--- config.mk ---
export PLATFORM = sky130hd
export DESIGN_NAME = full_st0_tap_ctrl
export DESIGN_NICKNAME = d
export VERILOG_FILES = /design/src/rtl/full_st0_tap_ctrl_pkg.sv /design/src/rtl/full_st0_tap_rd_align.sv /design/src/rtl/full_st0_tap_ctrl.sv
export SDC_FILE = /design/constraint.sdc
export NUM_CORES = 1
export LEC_CHECK = 0
export ABC_AREA = 1
export CELL_PAD_IN_SITES_DETAIL_PLACEMENT = 0
export CELL_PAD_IN_SITES_GLOBAL_PLACEMENT = 2
export CORE_AREA = 2 2 259 261
export CTS_CLUSTER_SIZE = 8
export DETAILED_ROUTE_END_ITERATION = 8
export DIE_AREA = 0 0 261 263
export PLACE_DENSITY = 0.8
export SETUP_SLACK_MARGIN = 0.5
export SYNTH_ARGS = -nofsm -noshare
export SYNTH_HDL_FRONTEND = slang
export SYNTH_SLANG_ARGS = --single-unit
--- constraint.sdc ---
create_clock -name clk -period 1.4 [get_ports clk]
set_input_delay 0.21 -clock clk [delete_from_list [all_inputs] [get_ports clk]]
set_output_delay 0.21 -clock clk [all_outputs]
set_load 0.05 [all_outputs]
--- src/rtl/full_st0_tap_ctrl_pkg.sv ---
// Shared types for the stage-0 tap memory control path: the tap_int_192_4
// control bundle, the controller state encoding and the array geometry.
package full_st0_tap_ctrl_pkg;

  localparam int TAP_LANES  = 6;
  localparam int TAP_ROWS   = 16;
  localparam int TAP_AW     = 4;
  localparam int TAP_LW     = 3;
  localparam int TAP_WORD_W = 32;
  localparam int TAP_ROW_W  = TAP_LANES * TAP_WORD_W;

  // Controller states; IDLE must stay the all-zero code so reset is trivial.
  typedef enum logic [1:0] {
    IDLE  = 2'd0,
    LOAD  = 2'd1,
    READ  = 2'd2,
    DRAIN = 2'd3
  } tap_ctrl_state_e;

  // Control bundle seen by the tap memory (4-bit row address variant).
  typedef struct packed {
    logic                  wr_vld;
    logic [TAP_AW-1:0]     wr_address;
    logic                  sub_vld;
    logic [TAP_LW-1:0]     sub_addr;
    logic [TAP_WORD_W-1:0] sub_data;
    logic                  rd_vld;
    logic [TAP_AW-1:0]     rd_address;
    logic                  inter;
    logic                  inter_first;
  } tap_int_192_4;

  // True when a (row, lane) position is the final slot of a rows x lanes walk.
  function automatic logic is_last_slot(input logic [TAP_AW-1:0] row,
                                        input logic [TAP_LW-1:0] lane,
                                        input logic [TAP_AW-1:0] last_row,
                                        input logic [TAP_LW-1:0] last_lane);
    return (row == last_row) && (lane == last_lane);
  endfunction

endpackage

--- src/rtl/full_st0_tap_rd_align.sv ---
// Return-path alignment: delays the issued read valid/last flags by the tap
// memory read latency, then registers them together with the returned row.
module full_st0_tap_rd_align #(
  parameter int RD_LAT = 1,
  parameter int DW     = 192
) (
  input  logic          clk,
  input  logic          reset,
  input  logic          issue_vld_i,
  input  logic          issue_last_i,
  input  logic [DW-1:0] rd_data_i,
  output logic          row_vld_o,
  output logic          row_last_o,
  output logic [DW-1:0] row_data_o
);

  logic [RD_LAT-1:0] vld_pipe_q;
  logic [RD_LAT-1:0] vld_pipe_d;
  logic [RD_LAT-1:0] last_pipe_q;
  logic [RD_LAT-1:0] last_pipe_d;
  logic              row_vld_q;
  logic              row_vld_d;
  logic              row_last_q;
  logic              row_last_d;
  logic [DW-1:0]     row_data_q;
  logic [DW-1:0]     row_data_d;

  // Shift the issue flags one stage per cycle; stage RD_LAT-1 lines up with rd_data_i.
  always_comb begin
    vld_pipe_d     = vld_pipe_q;
    last_pipe_d    = last_pipe_q;
    vld_pipe_d[0]  = issue_vld_i;
    last_pipe_d[0] = issue_vld_i & issue_last_i;
    for (int i = 1; i < RD_LAT; i++) begin
      vld_pipe_d[i]  = vld_pipe_q[i-1];
      last_pipe_d[i] = last_pipe_q[i-1];
    end
  end

  // Output stage: capture the row only when the memory is returning a requested row.
  always_comb begin
    row_vld_d  = vld_pipe_q[RD_LAT-1];
    row_last_d = last_pipe_q[RD_LAT-1];
    if (vld_pipe_q[RD_LAT-1]) begin
      row_data_d = rd_data_i;
    end else begin
      row_data_d = row_data_q;
    end
  end

  // Registers with synchronous active-low reset; reset also flushes in-flight reads.
  always_ff @(posedge clk) begin
    if (!reset) begin
      vld_pipe_q  <= '0;
      last_pipe_q <= '0;
      row_vld_q   <= 1'b0;
      row_last_q  <= 1'b0;
      row_data_q  <= '0;
    end else begin
      vld_pipe_q  <= vld_pipe_d;
      last_pipe_q <= last_pipe_d;
      row_vld_q   <= row_vld_d;
      row_last_q  <= row_last_d;
      row_data_q  <= row_data_d;
    end
  end

  assign row_vld_o  = row_vld_q;
  assign row_last_o = row_last_q;
  assign row_data_o = row_data_q;

endmodule

--- src/rtl/full_st0_tap_ctrl.sv ---
// Stage-0 tap memory controller: packs a serial word stream into per-lane
// sub-writes (LOAD) and sequences linear or interleaved row reads (READ),
// owning every row/lane counter so the memory itself stays address-driven.
module full_st0_tap_ctrl
  import full_st0_tap_ctrl_pkg::*;
#(
  parameter int LANES  = TAP_LANES,
  parameter int ROWS   = TAP_ROWS,
  parameter int AW     = TAP_AW,
  parameter int RD_LAT = 1
) (
  input  logic                  clk,
  input  logic                  reset,
  input  logic                  start_load,
  input  logic                  start_read,
  input  logic                  read_inter,
  input  logic                  load_vld,
  input  logic [31:0]           load_data,
  output logic                  load_ready,
  output tap_int_192_4          tap_int,
  output logic [LANES*32-1:0]   tap_int_wr_data,
  input  logic [LANES*32-1:0]   tap_int_rd_data,
  output logic                  row_vld,
  output logic [LANES*32-1:0]   row_data,
  output logic                  row_last,
  output logic                  busy,
  output logic                  done
);

  localparam int LW = TAP_LW;
  localparam int DCW = (RD_LAT > 1) ? $clog2(RD_LAT) : 1;
  localparam logic [AW-1:0]  LAST_ROW  = AW'(ROWS - 1);
  localparam logic [LW-1:0]  LAST_LANE = LW'(LANES - 1);
  localparam logic [DCW-1:0] LAST_WAIT = DCW'(RD_LAT - 1);

  tap_ctrl_state_e state_q;
  tap_ctrl_state_e state_d;
  logic [AW-1:0]   row_q;
  logic [AW-1:0]   row_d;
  logic [LW-1:0]   lane_q;
  logic [LW-1:0]   lane_d;
  logic [DCW-1:0]  wait_q;
  logic [DCW-1:0]  wait_d;
  logic            inter_q;
  logic            inter_d;
  logic            done_q;
  logic            done_d;

  tap_int_192_4    tap_int_s;
  logic            load_ready_s;
  logic            issue_last_s;

  // Next-state, counter stepping and the combinational control bundle.
  always_comb begin
    state_d      = state_q;
    row_d        = row_q;
    lane_d       = lane_q;
    wait_d       = wait_q;
    inter_d      = inter_q;
    done_d       = 1'b0;
    load_ready_s = 1'b0;
    issue_last_s = 1'b0;
    tap_int_s    = '0;

    case (state_q)
      IDLE: begin
        row_d  = '0;
        lane_d = '0;
        wait_d = '0;
        // LOAD has priority; a coincident start_read is simply dropped.
        if (start_load) begin
          state_d = LOAD;
        end else if (start_read) begin
          state_d = READ;
          inter_d = read_inter;
        end else begin
          state_d = IDLE;
        end
      end

      LOAD: begin
        load_ready_s = 1'b1;
        if (load_vld) begin
          tap_int_s.sub_vld    = 1'b1;
          tap_int_s.sub_addr   = lane_q;
          tap_int_s.sub_data   = load_data;
          tap_int_s.wr_address = row_q;
          if (is_last_slot(row_q, lane_q, LAST_ROW, LAST_LANE)) begin
            state_d = IDLE;
            row_d   = '0;
            lane_d  = '0;
            done_d  = 1'b1;
          end else if (lane_q == LAST_LANE) begin
            lane_d = '0;
            row_d  = row_q + AW'(1);
          end else begin
            lane_d = lane_q + LW'(1);
          end
        end else begin
          state_d = LOAD;
        end
      end

      READ: begin
        tap_int_s.rd_vld      = 1'b1;
        tap_int_s.rd_address  = row_q;
        tap_int_s.inter       = inter_q;
        // Beat 0 is the only beat with row 0, so it also restarts the memory's walk.
        tap_int_s.inter_first = inter_q && (row_q == '0);
        if (row_q == LAST_ROW) begin
          issue_last_s = 1'b1;
          state_d      = DRAIN;
          row_d        = '0;
        end else begin
          row_d = row_q + AW'(1);
        end
      end

      DRAIN: begin
        // Hold off completion until the final read has left the memory.
        if (wait_q == LAST_WAIT) begin
          state_d = IDLE;
          wait_d  = '0;
          done_d  = 1'b1;
        end else begin
          wait_d = wait_q + DCW'(1);
        end
      end

      default: begin
        state_d = IDLE;
      end
    endcase
  end

  // State and counter registers; reset abandons any pass without a done pulse.
  always_ff @(posedge clk) begin
    if (!reset) begin
      state_q <= IDLE;
      row_q   <= '0;
      lane_q  <= '0;
      wait_q  <= '0;
      inter_q <= 1'b0;
      done_q  <= 1'b0;
    end else begin
      state_q <= state_d;
      row_q   <= row_d;
      lane_q  <= lane_d;
      wait_q  <= wait_d;
      inter_q <= inter_d;
      done_q  <= done_d;
    end
  end

  full_st0_tap_rd_align #(
    .RD_LAT (RD_LAT),
    .DW     (LANES*32)
  ) u_rd_align (
    .clk          (clk),
    .reset        (reset),
    .issue_vld_i  (tap_int_s.rd_vld),
    .issue_last_i (issue_last_s),
    .rd_data_i    (tap_int_rd_data),
    .row_vld_o    (row_vld),
    .row_last_o   (row_last),
    .row_data_o   (row_data)
  );

  assign tap_int         = tap_int_s;
  assign tap_int_wr_data = '0;
  assign load_ready      = load_ready_s;
  assign busy            = (state_q != IDLE);
  assign done            = done_q;

endmodule

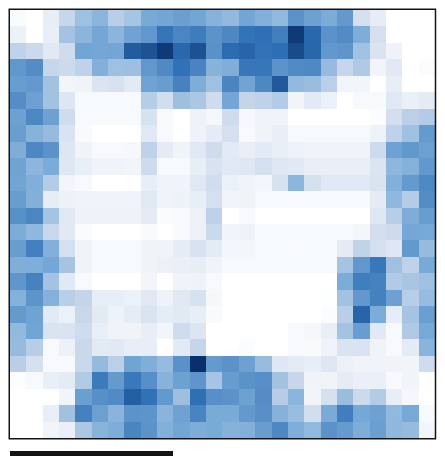
Fig. 1. Wiring heat map.
Scale bar: 100 um. 26 x 26 tiles, from white (low) to dark blue (high), scaled to the fullest tile. Values are wire area over tile area, all layers added.
tiles over half the peak = 23%
mean over tiles = 0.11
emptiest ninth of the die = centre
Vias: 9645
Routed WL per cell: 16.87 um
total wire length: 45.22 mm
gr usage total: 11.18%

==> reports/results.tsv <==
metric	value	unit
Setup WS post-layout	-560.2	ps
met3 Usage GRT	2.272	%
Crit. End Element	output port	
failing checks	negative setup slack	
chip area in the Yosys report	9240	um^2
ANT cells	0	
die width	261	um
distinct cell type count of the synthesized netlist	25	
hold path cells	4	
CTS H-tree lvls	1	
tool warnings	33	
flops out of synthesis	207	
Inverters excl. clock	61	
status	finished, violations left	
fraction of layout cells with a size suffix above 1	50.39	%
clk sinks	207	
PD cells	1592	nW/um^2
tap cells	864	
Worst setup SP type	flip-flop	
Clock Power Share	19.0	%
net switching power	14.40	mW
Post-Layout Inst Area	21790	um^2
Cell Area, Synth	9240	um^2
initial antenna violation count	2	
Core Area	65630	um^2
CTS Hold Bufs	0	
min-delay src	reset	
drt first-iter violations	296	
die height	263	um
R2R Path End	row_q[0]	
internal power	20.31	mW
crit path to	busy	
Ys Warns	0	
Comb gates	888	
syn_area_per_cell	7.549	um^2
power share of the combinational group	56.5	%
Max FO, Critical Path	3	
fp_density	14.08	%
I/O pin count	667	
TritonCTS clock tree	built	
post-DP HPWL	26.05	mm
Fillers	6606	
Mapped Cells	1224	
met3 routed WL	3.066	mm
Clock-cell share	3.663	%
DR pass1 iterations	4	
sequential share of cell area	20.47	%
DIE AREA	68640	um^2
grt ovf	0	
Hold Crit Class	in2reg	
number of max-cap violations	0	
MI comb area	5294	um^2
Via density	3.599	
Buffers, non-clock	624	
Max IR drop VDD	849.1	uV
CTS root buffer	clkbuf_16	
Seq pwr share	24.5	%
Crit path required time	1190	ps
clk buf depth	3	
Area after DPL	17090	um^2
Final setup viols	59	
max-slew violation count	0	
number of routed nets with antenna violations	0	
fin crit share	140.0	%
M2 GR Usage	19.90	%
DR DRC count	0	
pin count of the biggest net entering global routing	91	
global route hottest layer	met2	
placement row count	94	
final hold slack	85.56	ps
DRT met1 WL	18.18	mm
area grow syn2layout	135.9	%
Critical R2R Launch	state_q[1]	
Final Skew	6.018	ps
Placer Congestion	0.7484	
unrepaired setup endpoints after global routing	yes	
maximum clock frequency	510.2	MHz
flop count	207	
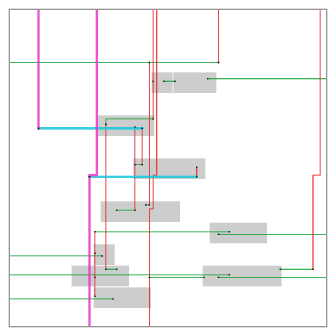
Fig. 2. Layout detail.
Window x 110 to 150, y 112 to 152 um. Cells in grey, sequential cells in the stronger grey; small squares are vias.
metal 3 -> cyan
metal 4 -> magenta
metal 1 -> green
metal 2 -> red
sequential cells in the window = 0
most frequent = buf_12 (3), buf_16 (2), buf_4 (2)
cells with their middle in the window = 10

synthesized netlist by cell type:
| master | number | area share [%] |
|---|---|---|
| nor2_1 | 441 | 18 |
| nor3_1 | 1 | 0.054 |
| ha_1 | 6 | 0.81 |
| o21ai_0 | 200 | 11 |
| a211oi_1 | 1 | 0.081 |
| inv_1 | 56 | 2.3 |
| and3_1 | 1 | 0.068 |
| nand3_1 | 5 | 0.27 |
| nand4_1 | 2 | 0.14 |
| inv_2 | 2 | 0.081 |
| nand2_2 | 3 | 0.20 |
| clkbuf_1 | 18 | 0.73 |
| nand2_4 | 1 | 0.12 |
| o21a_1 | 1 | 0.081 |
| clkbuf_2 | 10 | 0.54 |
| nor2_4 | 1 | 0.12 |
| buf_1 | 1 | 0.041 |
| o22ai_1 | 1 | 0.068 |
| conb_1 | 1 | 0.041 |
| nand2_1 | 25 | 1.0 |
| buf_6 | 20 | 2.4 |
| buf_2 | 18 | 0.97 |
| dfxtp_1 | 207 | 45 |
| buf_4 | 196 | 16 |
| a21oi_1 | 6 | 0.32 |
flip-flops by register name, summed over array words and instances (netlist names), 2 cells and up:
| register | count |
|---|---|
| u_rd_align.row_data_o | 192 |
| row_q | 4 |
| lane_q | 3 |
| state_q | 2 |
logic make-up after synthesis:
kind of cell	after synthesis	share of synthesized area [%]
simple gates	480	19.91
flops	207	44.85
fa+ha+maj	6	0.8124
buf+inv	321	23.01
compound gates	209	11.39
other cells	1	0.04058
critical path, cell delays in order, from the launching register on:
cell and delay (ps):
dfxtp_2 350, inv_2 60, buf_4 130, buf_6 110, ha_4 150, buf_6 110, inv_4 40, buf_6 90
buf_12 120
what timing repair did:
item	in CTS	in global routing
resized	396	390
setup endpoints to repair	450	450
pin swaps	44	99
hold endpoints to repair	0	0
buffers inserted	28	34
gates cloned	28	26
through the flow:
stage | power (mW) | std cells | setup TNS, ps
final | 34.71 | 2680 | -26610
after global routing | 36.17 | 2680 | -31160
after CTS | 32.72 | 2620 | -28280
after detailed placement | 23.08 | 2528 | -9135
after global placement | 22.96 | 2528 | -7314
after floorplan | 16.08 | 1416 | -5115
layout by cell type (no fill, tap or decap), types with 2 or more instances in the layout:
cell type	count
buf_6	15
clkinv_16	2
dfxtp_1	9
clkinv_2	2
nand2_1	18
inv_2	4
nand2_2	4
inv_1	47
dfxtp_2	170
nor2_4	154
buf_16	33
ha_4	3
o21ai_2	46
a21oi_1	6
ha_1	3
o21ai_1	55
dfxtp_4	28
conb_1	193
o21ai_4	3
nor2_2	54
clkdlybuf4s50_1	228
clkbuf_1	2
buf_8	7
nand4_1	2
nand3_1	4
clkinvlp_4	5
nand2_8	2
buf_4	44
o21ai_0	96
nand2_4	5
nor2_1	234
buf_12	278
clkbuf_16	49
power groups by stage:
stage               registers (mW)  logic (mW)  clock network [mW]
global placement              8.26        14.7                   0
detailed placement            8.31        14.8                   0
floorplan                     11.3        4.83                   0
CTS                           8.42        17.4                6.88
finish                        8.49        19.6                6.59
global route                  8.62        20.5                7.10
Power is estimated from default activity; no workload was simulated.
